**config.mk**
```make
export PLATFORM = sky130hd
export DESIGN_NAME = irq_ctrl
export DESIGN_NICKNAME = d
export VERILOG_FILES = /design/src/rtl/irq_ctrl.sv
export SDC_FILE = /design/constraint.sdc
export NUM_CORES = 1
export LEC_CHECK = 0
export CAP_MARGIN = 5
export CORE_MARGIN = 2
export CORE_UTILIZATION = 48
export CTS_CLUSTER_SIZE = 40
export DETAILED_ROUTE_END_ITERATION = 16
export PLACE_DENSITY = 0.85
export RECOVER_POWER = 100
export SLEW_MARGIN = 5
export SYNTH_ARGS = -nofsm -noshare
export SYNTH_HDL_FRONTEND = slang
export SYNTH_SLANG_ARGS = --single-unit
```
**constraint.sdc**
```tcl
create_clock -name clk -period 3 [get_ports clk]
set_input_delay 0.6 -clock clk [delete_from_list [all_inputs] [get_ports clk]]
set_output_delay 0.6 -clock clk [all_outputs]
set_load 0.03 [all_outputs]
```
**src/rtl/irq_ctrl.sv**
```systemverilog
// Prioritised interrupt controller in front of the RISC5 irq input: synchronised
// edge/level requests, enable mask, in-service nesting and a 4-word register file.
module irq_ctrl #(
    parameter int                 NUM_IRQ     = 8,
    parameter logic [NUM_IRQ-1:0] EDGE_MASK   = '1,
    parameter int                 SYNC_STAGES = 2
) (
    input  logic               clk,
    input  logic               rst,
    input  logic [NUM_IRQ-1:0] irq_in,
    input  logic               int_ack,
    input  logic               rti,
    input  logic               int_abort,
    output logic               irq,
    input  logic               wr,
    input  logic               rd,
    input  logic [1:0]         addr,
    input  logic [31:0]        din,
    output logic [31:0]        dout
);

    // Lowest set index wins; an all-zero vector yields 0 (callers qualify it).
    function automatic logic [4:0] lowest_idx(input logic [NUM_IRQ-1:0] v);
        logic [4:0] idx;
        idx = '0;
        for (int i = NUM_IRQ - 1; i >= 0; i--)
            if (v[i]) idx = 5'(i);
        return idx;
    endfunction

    function automatic logic [NUM_IRQ-1:0] onehot(input logic [4:0] idx);
        logic [NUM_IRQ-1:0] m;
        for (int i = 0; i < NUM_IRQ; i++)
            m[i] = (int'(idx) == i);
        return m;
    endfunction

    // Channels that outrank the current in-service level; idle is outranked by all.
    function automatic logic [NUM_IRQ-1:0] above(input logic [NUM_IRQ-1:0] ins);
        logic [NUM_IRQ-1:0] m;
        logic [4:0]         c;
        c = lowest_idx(ins);
        for (int i = 0; i < NUM_IRQ; i++)
            m[i] = (ins == '0) || (i < int'(c));
        return m;
    endfunction

    function automatic logic [31:0] ext32(input logic [NUM_IRQ-1:0] v);
        logic [31:0] r;
        r = '0;
        r[NUM_IRQ-1:0] = v;
        return r;
    endfunction

    logic [SYNC_STAGES-1:0][NUM_IRQ-1:0] sync_p0;
    logic [NUM_IRQ-1:0] lvl_p1;
    logic [NUM_IRQ-1:0] pend;
    logic [NUM_IRQ-1:0] inserv;
    logic [NUM_IRQ-1:0] enable;

    logic [NUM_IRQ-1:0] rise;
    logic [NUM_IRQ-1:0] pend_view;
    logic [NUM_IRQ-1:0] elig;
    logic [NUM_IRQ-1:0] ins_rti;
    logic [NUM_IRQ-1:0] elig_ack;
    logic [NUM_IRQ-1:0] win_oh;
    logic [NUM_IRQ-1:0] ins_next;
    logic [NUM_IRQ-1:0] pend_next;
    logic [4:0]         cur;
    logic               req;
    logic               grant;
    logic [31:0]        rdata;
    logic               din_unused;

    assign din_unused = ^din;

    // Stage 0: synchroniser chain on the asynchronous request lines.
    always_ff @(posedge clk or posedge rst) begin
        if (rst) begin
            sync_p0 <= '0;
        end else begin
            sync_p0[0] <= irq_in;
            for (int i = 1; i < SYNC_STAGES; i++)
                sync_p0[i] <= sync_p0[i-1];
        end
    end

    // Stage 1: previous synchronised level, used for edge detection and level requests.
    always_ff @(posedge clk or posedge rst) begin
        if (rst) lvl_p1 <= '0;
        else     lvl_p1 <= sync_p0[SYNC_STAGES-1];
    end

    assign rise      = sync_p0[SYNC_STAGES-1] & ~lvl_p1 & EDGE_MASK;
    assign pend_view = (pend & EDGE_MASK) | (lvl_p1 & ~EDGE_MASK);

    always_comb begin
        cur      = lowest_idx(inserv);
        elig     = pend_view & enable & above(inserv);
        req      = (elig != '0);

        // A same-cycle return is retired before the acknowledge picks its winner.
        ins_rti  = inserv;
        if (rti) ins_rti = inserv & ~onehot(cur);
        elig_ack = pend_view & enable & above(ins_rti);
        grant    = int_ack && (elig_ack != '0);
        win_oh   = onehot(lowest_idx(elig_ack));

        ins_next  = int_abort ? '0 : ins_rti;
        pend_next = pend;
        if (wr && addr == 2'd1) pend_next = pend_next | din[NUM_IRQ-1:0];
        if (wr && addr == 2'd2) pend_next = pend_next & ~din[NUM_IRQ-1:0];
        if (grant) begin
            ins_next  = ins_next | win_oh;
            pend_next = pend_next & ~win_oh;
        end
        // A fresh hardware edge always survives a clear in the same cycle.
        pend_next = (pend_next | rise) & EDGE_MASK;

        case (addr)
            2'd0:    rdata = ext32(enable);
            2'd1:    rdata = ext32(pend_view);
            2'd2:    rdata = ext32(inserv);
            default: rdata = {(inserv != '0), 26'd0, cur};
        endcase
    end

    // Stage 2: architectural state, irq output and registered read data.
    always_ff @(posedge clk or posedge rst) begin
        if (rst) begin
            pend   <= '0;
            inserv <= '0;
            enable <= '0;
            irq    <= 1'b0;
            dout   <= '0;
        end else begin
            pend   <= pend_next;
            inserv <= ins_next;
            if (wr && addr == 2'd0) enable <= din[NUM_IRQ-1:0];
            irq    <= (int_ack || rti) ? 1'b0 : req;
            if (rd) dout <= rdata;
        end
    end

endmodule

```
Nets reached from selected ports:
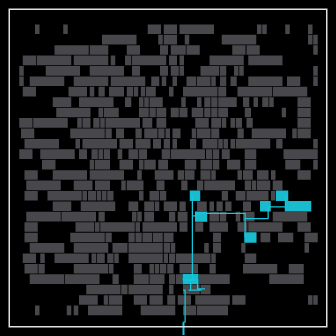
[cyan] rti | direction: input | edge: bottom | end cells: 8 | buffers: 2 | wire: 83.8 µm
# IOs: 82
number of port buffers: 34

Metal 3:
The bar under the picture is 20 µm long.
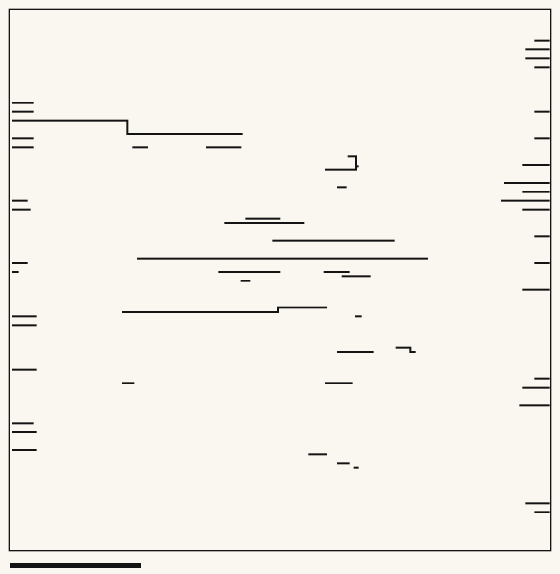
nets with wire on the layer: 45
share of all routed wire: 4.8%

==> impl_metrics.py <==
# Metrics from the implementation run
metrics = {
    "yosys": {
        "syn-cell-area_um2": 2960,
        "ys_warn_count": 0,
        "yosys_most_used_dff": "dfrtp_1",
        "yosys_cells": 298,
        "synth_seq_share_pct": 49.0,
        "ys_ff": 58,
        "edf_count": 0,
        "yosys_area_um2": 2960,
        "synth_area_per_cell_um2": 9.93,
        "synthCells": 298,
    },
    "timing": {
        "rsz0062_at_grt": "no",
        "finalHoldViolCount": 0,
        "finClkSkew_ps": 5.76,
        "max-slew-margin-rel_pct": 5.56,
    },
    "setup_path": {
        "path_max_fanout": 12,
        "cp_slowest_stage_delay_ps": 540,
        "worstPathRequired_ps": 3230,
        "critPathLaunchType": "flop",
        "path_cells": "or3b_1 -> maj3_1 -> a211oi_1 -> or4_1 -> a2bb2oi_1 -> nor2_1 -> a31o_1",
        "r2r_slack_ps": 350,
        "cp.arrival_ps": 2880,
        "crit_path_end_kind": "flop",
        "slowest_stage": "dfrtp_1",
    },
    "die": {
        "die_x_um": 82.5,
        "die_h_um": 82.5,
        "fp_util_pct": 49.7,
        "rows": 28,
        "coreArea_um2": 5960,
        "dieArea_um2": 6810,
    },
    "global_routing": {
        "grt_max_degree": 59,
        "grt_pass1_vias": 2151,
        "grt_pass1_wl_mm": 10.4,
        "antenna_found_initial": 0,
        "grt_use_total_pct": 20.8,
    },
    "finish": {
        "seq_area_um2": 1450,
        "multiInputGateArea_um2": 1290,
        "drive_above_1_share_pct": 15.3,
        "utilization_pct": 59.7,
        "final_cell_mix": "58 x dfrtp_1, 31 x a21oi_1, 26 x nor2_1, 24 x nand2_1, 23 x conb_1",
        "antenna_cells": 0,
        "lay_top_count": "dfrtp_1",
        "num-fill-cells": 563,
        "fin_nets": 396,
        "areaGrowthSynthToFinish_pct": 20.1,
    },
    "detailed_routing": {
        "first_iter_violations": 157,
        "first_pass_iters": 4,
        "drt-total-wl_mm": 6.45,
        "vias": 2307,
        "drc": 0,
        "avgViaCountPerCell": 5.40,
    },
    "power": {
        "ir_worst_vdd_uv": 394,
        "power_density_nw_per_um2": 710,
        "leakage_uw": 0.00160,
    },
    "run_status": {
        "status": "complete, no violations",
    },
    "clocking": {
        "clockBufferDepth": 2,
        "cts_tree": "built",
        "clock_latency_ps": 340,
        "path_clk_slew_ps": 70,
        "cts.sinks": 58,
    },
    "worst_hold_path": {
        "hold_path.class": "flop to flop",
    },
    "placement": {
        "hpwl_mm": 4.75,
        "pre_cts_ws_ps": -279,
        "gp_congestion": 0.896,
    },
    "run": {
        "tool_warnings": 50,
        "drv_cap": 0,
    },
}
critical path: cells and delay by family, from the launching register on:
kind | cells | cell delay, ps
simple gates | 3 | 800
compound gates | 3 | 790
flops | 1 | 540
fa+ha+maj | 1 | 410
layout make-up:
cell class	count	area share, %
Clock buffer	12	4.65
Timing Repair Buffer	53	13.3
Inverter	14	1.48
Sequential cell	58	40.8
Multi-Input combinational cell	211	36.4
Tap cell	75	2.64
Clock inverter	4	0.704
power by group:
group          switching (µW)  internal [µW]  leakage [µW]
registers                 126            890      0.000684
logic                     467            370      0.000821
clock network             305            364     0.0000944
per-stage QoR:
step | cells | TNS [ps] | area (µm²) | hold slack [ps]
5_1_grt | 427 | 0 | 3550 | 357
6_report | 427 | 0 | 3550 | 347
3_3_place_gp | 411 | -1540 | 3380 | 332
2_1_floorplan | 320 | 0 | 3040 | 331
3_5_place_dp | 411 | -2060 | 3380 | 335
4_1_cts | 427 | 0 | 3570 | 349
per-layer routing:
layer  wire [µm]  global-route usage, %  up-vias
met3         306                   4.02       14
li1            -                      -     1108
met1        2910                   27.5     1118
met5           0                      0        -
met4         167                   10.0        0
met2        3070                   33.1       67
state kept, by name, summed over array words and instances (netlist names):
register and cells:
enable 8, irq 1, sync_p0 16, inserv 8, dout 9, lvl_p1 8, pend 8
final timing paths:
check	endpoint	from	cells after the start
setup / recovery	inserv[4]	inserv[1]	7
hold reg to reg	sync_p0[8]	sync_p0[0]	0
max in group asynchronous	dout[3]	rst	3
hold / removal	sync_p0[8]	sync_p0[0]	0
min in group asynchronous	sync_p0[0]	rst	3
setup reg to reg	inserv[4]	inserv[1]	7
Yosys cell counts (2+ instances only):
cell	count	share of area [%]
a211oi_1	3	0.76
a21oi_1	31	5.2
a31o_1	2	0.59
a31oi_1	5	1.1
and2_1	4	0.85
buf_1	2	0.25
buf_2	2	0.34
buf_4	23	5.8
clkbuf_1	9	1.1
dfrtp_1	58	49
inv_1	14	1.8
maj3_1	2	0.68
mux2_2	11	4.2
mux2i_1	7	2.4
mux4_2	3	2.3
nand2_1	24	3.0
nand2b_1	3	0.63
nand3_1	3	0.51
nor2_1	26	3.3
nor2b_1	4	0.85
nor3_1	3	0.51
nor4_1	3	0.63
o211ai_1	2	0.51
o21ai_0	15	2.5
o21ai_1	2	0.34
o22ai_1	8	1.7
o32ai_1	2	0.59
what timing repair did:
item / 4_1_cts / 5_1_grt
hold buffers: 0 / 0
endpoints found under the setup margin: 0 / 10
gates resized: 0 / 3
cells by family after synthesis:
logic type	count (synthesis)	synth area share (%)
AND-OR/OR-AND	82	16.7
other	1	0.127
adder cells (fa/ha/maj)	3	1.06
flip-flops	58	49.0
AND/OR/NAND/NOR	82	14.5
buffers and inverters	51	9.72
multiplexers	21	8.83
No activity file was given, so power comes from the tool's default toggle rates.
